--- config.mk ---
export PLATFORM = sky130hd
export DESIGN_NAME = gait_sequencer
export DESIGN_NICKNAME = d
export VERILOG_FILES = /design/src/rtl/gait_pkg.sv /design/src/rtl/gait_pose_rom.sv /design/src/rtl/gait_sequencer.sv
export SDC_FILE = /design/constraint.sdc
export NUM_CORES = 1
export LEC_CHECK = 0
export ABC_AREA = 1
export ABC_CLOCK_PERIOD_IN_PS = 2960
export CAP_MARGIN = 0
export CELL_PAD_IN_SITES_DETAIL_PLACEMENT = 1
export CELL_PAD_IN_SITES_GLOBAL_PLACEMENT = 1
export CORE_ASPECT_RATIO = 1.5
export CORE_MARGIN = 4
export CORE_UTILIZATION = 38
export DETAILED_ROUTE_END_ITERATION = 12
export PLACE_DENSITY_LB_ADDON = 0.12
export SLEW_MARGIN = 20
export SYNTH_ARGS = -nofsm -noshare
export SYNTH_HDL_FRONTEND = slang
export SYNTH_SLANG_ARGS = --single-unit
export TNS_END_PERCENT = 50
--- constraint.sdc ---
create_clock -name iClk -period 2.96 [get_ports iClk]
set_input_delay 0.592 -clock iClk [delete_from_list [all_inputs] [get_ports iClk]]
set_output_delay 0.592 -clock iClk [all_outputs]
set_load 0.01 [all_outputs]
--- src/rtl/gait_pkg.sv ---
// gait_pkg -- shared definitions for the hexapod gait sequencer.
//   mode encoding, FSM state enum, neutral angle, per-mode pose counts,
//   and the pose tables. A pose is 48 bits: l1 at [7:0], l2 [15:8],
//   l3 [23:16], r1 [31:24], r2 [39:32], r3 [47:40], so each literal
//   below is written {r3, r2, r1, l3, l2, l1}.
package gait_pkg;

  typedef enum logic [1:0] {
    MODE_STAND = 2'd0,
    MODE_FWD   = 2'd1,
    MODE_RIGHT = 2'd2,
    MODE_LEFT  = 2'd3
  } mode_e;

  typedef enum logic [2:0] {
    ST_IDLE  = 3'd0,
    ST_LOAD  = 3'd1,
    ST_GUARD = 3'd2,
    ST_WAIT  = 3'd3,
    ST_DWELL = 3'd4,
    ST_FAULT = 3'd5
  } state_e;

  localparam logic [7:0]  NEUTRAL      = 8'd90;
  localparam logic [47:0] NEUTRAL_POSE = {6{NEUTRAL}};

  localparam logic [2:0] CNT_STAND = 3'd1;
  localparam logic [2:0] CNT_FWD   = 3'd6;
  localparam logic [2:0] CNT_RIGHT = 3'd3;
  localparam logic [2:0] CNT_LEFT  = 3'd3;

  localparam logic [47:0] FWD_TBL [0:5] = '{
    {8'd90,  8'd90, 8'd60,  8'd90,  8'd90,  8'd60 },
    {8'd110, 8'd90, 8'd70,  8'd110, 8'd110, 8'd70 },
    {8'd110, 8'd90, 8'd90,  8'd110, 8'd110, 8'd90 },
    {8'd70,  8'd70, 8'd110, 8'd70,  8'd90,  8'd110},
    {8'd70,  8'd70, 8'd90,  8'd70,  8'd90,  8'd90 },
    NEUTRAL_POSE
  };

  localparam logic [47:0] RIGHT_TBL [0:2] = '{
    {8'd60,  8'd60,  8'd100, 8'd60,  8'd60,  8'd90},
    {8'd120, 8'd120, 8'd80,  8'd120, 8'd120, 8'd80},
    NEUTRAL_POSE
  };

  localparam logic [47:0] LEFT_TBL [0:2] = '{
    {8'd120, 8'd120, 8'd90,  8'd120, 8'd120, 8'd80 },
    {8'd60,  8'd60,  8'd100, 8'd60,  8'd60,  8'd100},
    NEUTRAL_POSE
  };

  // Index of the final pose of a gait cycle for the given mode.
  function automatic logic [2:0] last_step(input mode_e m);
    logic [2:0] cnt;
    unique case (m)
      MODE_STAND: cnt = CNT_STAND;
      MODE_FWD:   cnt = CNT_FWD;
      MODE_RIGHT: cnt = CNT_RIGHT;
      MODE_LEFT:  cnt = CNT_LEFT;
    endcase
    return cnt - 3'd1;
  endfunction

endpackage

--- src/rtl/gait_pose_rom.sv ---
// gait_pose_rom -- combinational pose lookup.
//   mode : gait mode (gait_pkg::mode_e encoding)
//   step : pose index within the cycle
//   pose : 48-bit packed joint angles; neutral for an out-of-range step
module gait_pose_rom
  import gait_pkg::*;
(
  input  logic [1:0]  mode,
  input  logic [2:0]  step,
  output logic [47:0] pose
);

  always_comb begin
    pose = NEUTRAL_POSE;
    unique case (mode_e'(mode))
      MODE_STAND: pose = NEUTRAL_POSE;
      MODE_FWD:   if (step < CNT_FWD)   pose = FWD_TBL[step];
      MODE_RIGHT: if (step < CNT_RIGHT) pose = RIGHT_TBL[step[1:0]];
      MODE_LEFT:  if (step < CNT_LEFT)  pose = LEFT_TBL[step[1:0]];
    endcase
  end

endmodule

--- src/rtl/gait_sequencer.sv ---
// gait_sequencer -- steps the six leg joints through the pose table of the
// selected gait, waiting for every joint to settle and dwelling before
// moving on to the next pose.
//   iClk       : system clock (50 MHz)
//   iRst       : synchronous active-high reset
//   iEnable    : 1 = keep running gait cycles, 0 = stop after current cycle
//   iMode      : 0 stand, 1 forward, 2 right, 3 left (sampled per cycle)
//   iDone      : per-joint settled flags {r3,r2,r1,l3,l2,l1}
//   oAngles    : clamped target angles, l1 at [7:0] .. r3 at [47:40]
//   oStep      : current pose index
//   oBusy      : high whenever not IDLE
//   oCycleDone : one-cycle pulse in the last dwell cycle of a gait cycle
//   oFault     : sticky settle timeout, cleared only by reset
module gait_sequencer
  import gait_pkg::*;
#(
  parameter int unsigned DWELL_CYC   = 2500000,
  parameter int unsigned TIMEOUT_CYC = 50000000,
  parameter int unsigned GUARD_CYC   = 2,
  parameter logic [7:0]  ANGLE_MIN   = 8'd30,
  parameter logic [7:0]  ANGLE_MAX   = 8'd150
) (
  input  logic        iClk,
  input  logic        iRst,
  input  logic        iEnable,
  input  logic [1:0]  iMode,
  input  logic [5:0]  iDone,
  output logic [47:0] oAngles,
  output logic [2:0]  oStep,
  output logic        oBusy,
  output logic        oCycleDone,
  output logic        oFault
);

  localparam logic [32:0] GUARD_LIM = 33'(GUARD_CYC);
  localparam logic [32:0] TMO_LIM   = 33'(TIMEOUT_CYC);
  localparam logic [32:0] DWELL_LIM = 33'(DWELL_CYC);

  state_e      state_r, state_nxt;
  logic [1:0]  mode_r;
  logic [2:0]  step_r;
  logic [2:0]  last_r;
  logic [31:0] cnt_r;
  logic [32:0] cnt_inc;
  logic        guard_end, wait_tmo, dwell_end, settled, at_last;
  logic [47:0] pose_p0;
  logic [47:0] angles_p1;

  function automatic logic [7:0] sat_angle(input logic [7:0] a);
    if (a < ANGLE_MIN)      return ANGLE_MIN;
    else if (a > ANGLE_MAX) return ANGLE_MAX;
    else                    return a;
  endfunction

  function automatic logic [47:0] clamp_pose(input logic [47:0] p);
    logic [47:0] r;
    r = '0;
    for (int j = 0; j < 6; j++) r[j*8 +: 8] = sat_angle(p[j*8 +: 8]);
    return r;
  endfunction

  // The counter shows how many full cycles have been spent in the current
  // state, so "cnt + 1 reaches the limit" marks the last cycle of a phase.
  assign cnt_inc   = {1'b0, cnt_r} + 33'd1;
  assign guard_end = (cnt_inc >= GUARD_LIM);
  assign wait_tmo  = (cnt_inc >= TMO_LIM);
  assign dwell_end = (cnt_inc >= DWELL_LIM);
  assign settled   = (iDone == 6'b111111);
  assign last_r    = last_step(mode_e'(mode_r));
  assign at_last   = (step_r == last_r);

  always_ff @(posedge iClk) begin
    if (iRst) state_r <= ST_IDLE;
    else      state_r <= state_nxt;
  end

  always_comb begin
    state_nxt = state_r;
    unique case (state_r)
      ST_IDLE:  if (iEnable) state_nxt = ST_LOAD;
      ST_LOAD:  state_nxt = ST_GUARD;
      ST_GUARD: if (guard_end) state_nxt = ST_WAIT;
      // Settling is checked first so it wins over a same-cycle timeout.
      ST_WAIT: begin
        if (settled)       state_nxt = ST_DWELL;
        else if (wait_tmo) state_nxt = ST_FAULT;
      end
      ST_DWELL: begin
        if (dwell_end) begin
          if (!at_last || iEnable) state_nxt = ST_LOAD;
          else                     state_nxt = ST_IDLE;
        end
      end
      ST_FAULT: state_nxt = ST_FAULT;
      default:  state_nxt = ST_IDLE;
    endcase
  end

  always_comb begin
    oBusy      = (state_r != ST_IDLE);
    oFault     = (state_r == ST_FAULT);
    oCycleDone = (state_r == ST_DWELL) && dwell_end && at_last;
    oAngles    = angles_p1;
    oStep      = step_r;
  end

  // Mode is only sampled at a cycle boundary, so mid-cycle iMode changes
  // and a falling iEnable never disturb the poses already in progress.
  always_ff @(posedge iClk) begin
    if (iRst) begin
      cnt_r  <= '0;
      mode_r <= 2'd0;
      step_r <= 3'd0;
    end else begin
      if ((state_nxt == state_r) &&
          (state_r == ST_GUARD || state_r == ST_WAIT || state_r == ST_DWELL))
        cnt_r <= cnt_r + 32'd1;
      else
        cnt_r <= '0;

      if (state_r == ST_IDLE && iEnable) begin
        mode_r <= iMode;
        step_r <= 3'd0;
      end else if (state_r == ST_DWELL && dwell_end) begin
        if (!at_last) begin
          step_r <= step_r + 3'd1;
        end else if (iEnable) begin
          mode_r <= iMode;
          step_r <= 3'd0;
        end
      end
    end
  end

  // Stage p0: table lookup for (mode_r, step_r)
  gait_pose_rom u_rom (
    .mode (mode_r),
    .step (step_r),
    .pose (pose_p0)
  );

  // Stage p1: clamped pose registered during LOAD; neutral whenever idle
  always_ff @(posedge iClk) begin
    if (iRst)                      angles_p1 <= NEUTRAL_POSE;
    else if (state_r == ST_LOAD)   angles_p1 <= clamp_pose(pose_p0);
    else if (state_nxt == ST_IDLE) angles_p1 <= NEUTRAL_POSE;
  end

endmodule

Fig. 1: run 1, gate families picked out
Scale: 3 px per um.
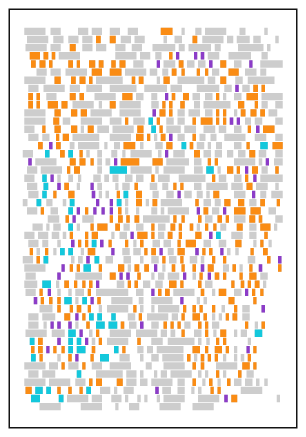
[purple] inverters | cells: 75 | most used: inv_1
[cyan] inverting AOI/OAI gates | cells: 48 | most used: a21oi_1
[orange] NAND gates | cells: 317 | most used: nand2_1 | where: all over the die
combinational share of cell area: 0.4472
Layout Cells excl Fill: 1014
dominant logic cell type in the layout: nand2_1

Fig. 2: run 1, sizing map
Scale: 3 px per um.
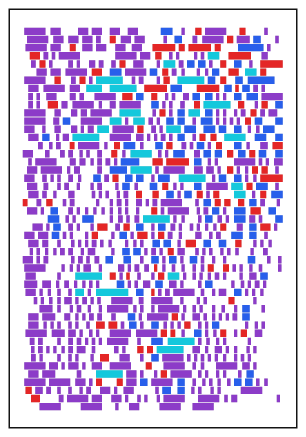
[red] drive 2 | cells: 103
[blue] drive 3 to 4 | cells: 119
[purple] drive 1 or less | cells: 616
[cyan] drive 6 and up | cells: 29
Non-Clock Buffer Count: 161
Final Instance Area: 6432 um^2
setup ws final: -0.1051 ns
area delta synth->final: 47.90%

==> run notes, run 1 <==
run metrics: outcome finished, violations left, violations in the final reports setup timing, First-pass DRT Iterations 6, worst min path class flip-flop to flip-flop, Ports 65, cells in synth_stat.txt 706, cell family with most CP delay simple AND/OR/NAND/NOR gates, P_sw 0.9750 mW, Commonest flop dfxtp_1, yosys stat area 4349 um^2, XOR Share, Synth 0.008055, AO/OA Area Share 0.06185, most frequent CP cell nor2_2, # diodes 0, core area 11110 um^2, seq pwr 1.03 mW, Final Setup Violations 37, worst-path fanout max 10, top-area cell type share of the netlist area 0.3038, Max Slew Vio Count 0, Bufs on Longest Clock Path 2, Tmin final 3.065 ns, Initial Util 0.3913, vias in the first global route 5515, Combinational Power 0.877 mW, setup ws final -0.1051 ns
Fig. 3: run 1, the metal 3 layer
Scale: 3 px per um.
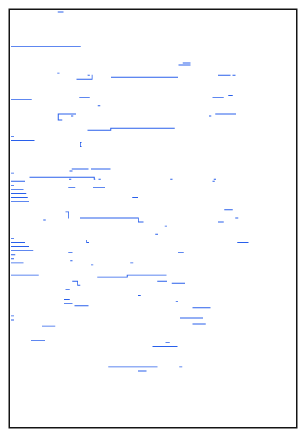
main direction: horizontal
share of all routed wire: 2.1%
nets with wire on the layer: 56
Routed Wire Length: 17540 um
via count: 5185

Fig. 4: run 1, congestion heat map
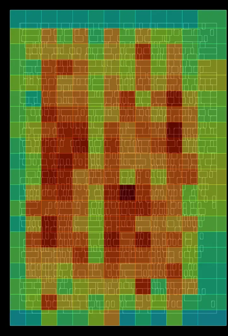
Final Util: 0.5787
M3 GR Usage: 0.03855

## run 1: path summary, 6_finish.rpt
check / from / to / slack [ns] / depth (start not counted)
setup reg to reg: cnt_r[1] / cnt_r[17] / -0.11 / 23
setup / recovery: cnt_r[1] / cnt_r[17] / -0.11 / 23
hold / removal: oAngles[12] / oAngles[12] / 0.46 / 2
hold reg to reg: oAngles[12] / oAngles[12] / 0.46 / 2
## run 1: what timing repair did
item	CTS	global route
gates resized	38	76
cloned	0	2
setup buffers	2	12
setup endpoints to repair	53	54
pin swaps	11	14
## run 1: cell usage after synthesis (5+ instances only)
master / count
nor2_1: 109
inv_1: 71
nand3_1: 55
nand2_1: 219
nor3_1: 9
a21oi_1: 26
clkbuf_1: 7
dfxtp_1: 66
o21ai_0: 11
nor2_4: 7
nor2_2: 26
buf_4: 22
ha_1: 7
nand3b_1: 10
nand2_2: 5
nand4_1: 25
## run 1: cells in the final DEF, fill, tap and decap left out, drive strengths merged, types with 2 or more instances in the layout
cell type      instances
clkdlybuf4s50         51
xor2                   2
o21ai                 12
nand3                 57
clkbuf                12
xnor2                  2
a21oi                 27
clkinv                 5
o211ai                 2
ha                     7
nor2                 143
nor3                   9
nand3b                10
dfxtp                 66
buf                  108
o21bai                 2
conb                  18
nand2                225
nand4                 25
inv                   74
## run 1: area by class of cell
cell class / instances / area [um^2]
clock buffers: 10 / 239.0
fillers: 1485 / 4682
well taps: 147 / 183.9
flip-flops and latches: 66 / 1335
inverters: 75 / 281.5
repair buffers: 161 / 1451
clock inverters: 6 / 65.06
multi-input cells: 549 / 2877
## run 1: sequential cells by signal (all words and copies together), names as in the netlist
name / count
cnt_r: 32
mode_r: 2
oAngles: 26
oStep: 3
state_r: 3
==> inputs of run 2 (changes only) <==
HOLD_SLACK_MARGIN = 0.05   (was unset)
Fig. 5: run 2, congestion heat map
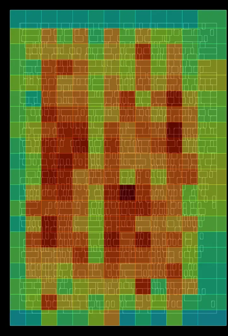
grt met1 use: 0.2282
M2 GR Usage: 0.5275
GRT Total Usage: 0.2576
Most Used Layer, Global Route: met2
Wirelength per Cell: 17.30 um

==> run 2 against run 1 <==
Effect of this change: the flow still finishes with violations (setup timing); maximum frequency stayed put; cell count stayed put; non-clock buffer count stayed put; first-iteration DRC count stayed put; worst setup slack stayed put; sequential power hardly changed; via count stayed put; wire length stayed put; power stayed put; synthesized cell count stayed put; die size stayed put; flip-flop count stayed put; critical path type unchanged; critical endpoint unchanged.
==> run notes, run 2 <==
run metrics: Bufs on Longest Clock Path 2, max FFs per register 32, setup ws final -0.1051 ns, worst-path fanout max 10, Data buffer area share 0.2256, synth cell count leaders 219 x nand2_1, 109 x nor2_1, 71 x inv_1, 66 x dfxtp_1, 55 x nand3_1, violations in the final reports setup timing, outcome finished, violations left, Tmin final 3.065 ns, Routed Wire Length 17540 um, clk_buf instances 10, First-pass DRT Iterations 6, dominant logic cell type in the layout nand2_1, Flops 66, most frequent cells in the layout 187 x nand2_1, 93 x buf_4, 88 x nor2_1, 69 x inv_1, 57 x dfxtp_1, Final Util 0.5787, vias in the first global route 5515, Max Slew Vio Count 0, #MultiIn Comb 549, Layout Cells excl Fill 1014, Fillers 1485, Initial Util 0.3913, # diodes 0, most numerous cell in the Yosys netlist nand2_1, top-area cell type share of the netlist area 0.3038, Final Instance Area 6432 um^2, Ports 65, yosys stat area 4349 um^2, Commonest flop dfxtp_1, Tapcells 147, Final Setup Violations 37
Fig. 6: run 2, placed cells, one colour a class
Scale: 3 px per um. Fill, decap, tap and diode cells in grey.
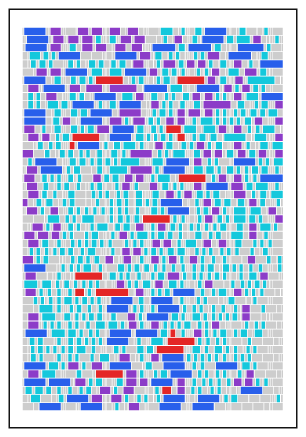
[blue] flip-flops | cells: 66 | share of their area: 21%
[red] clock drivers and dummy loads | cells: 16 | share of their area: 4.9%
[cyan] all other logic | cells: 624 | share of their area: 51%
[purple] other buffers and delay cells | cells: 161 | share of their area: 23%
core area: 11110 um^2
Seq area share: 0.2075
row count: 47

[run 2: cell counts after synthesis]
Identical to the previous run, type by type.
[run 2: path summary, 6_finish.rpt]
path | from | end | slack, ns | cells past startpoint
worst min-delay path | oAngles[12] | oAngles[12] | 0.46 | 2
worst max register to register | cnt_r[1] | cnt_r[17] | -0.11 | 23
worst max-delay path | cnt_r[1] | cnt_r[17] | -0.11 | 23
worst min register to register | oAngles[12] | oAngles[12] | 0.46 | 2
[run 2: metal layers]
layer | global-route usage | wire [um] | vias up
li1 | - | - | 2516
met2 | 0.5275 | 10330 | 106
met3 | 0.03855 | 375 | 53
met1 | 0.2282 | 6025 | 2510
met4 | 0.1247 | 815 | 0
met5 | 0 | 0 | -
[run 2: report_power, final]
part	internal [mW]	switching, mW
Sequential	0.965	0.0697
Clock	0.676	0.431
Combinational	0.402	0.475
Total	2.04	0.975
[run 2: kinds of logic after synthesis]
family	share of synthesized area
buf+inv	0.1162
flops	0.3038
xor+xnor	0.008057
fa+ha+maj	0.02014
other cells	0.0008622
compound gates	0.06185
simple gates	0.4891
[run 2: worst max-delay path, cell delays in order, from the launching register on]
cell     delay [ns]
dfxtp_2        0.36
ha_4           0.18
nand2_4        0.06
nor2_4         0.21
buf_6          0.13
buf_6          0.08
nand4_1        0.11
nand2_2        0.16
buf_6          0.12
nand2_4        0.05
nor2_4         0.10
nand2_2        0.08
nand3_2        0.07
nand2_1        0.07
nand3_1        0.07
nand4_1        0.17
nor2_2         0.18
nor2_2         0.08
nand2_1        0.11
nand2_1        0.07
nor2_2         0.15
nand2_4        0.10
buf_12         0.17
nor2_2         0.09
[run 2: repair_timing]
action,in CTS,in global routing
buffers inserted,2,12
hold buffers,0,0
resized,38,76
pin swaps,11,14
cloned,0,2
setup endpoints to repair,53,54
Power figures rest on the tool's default switching activity, not on a simulated workload.
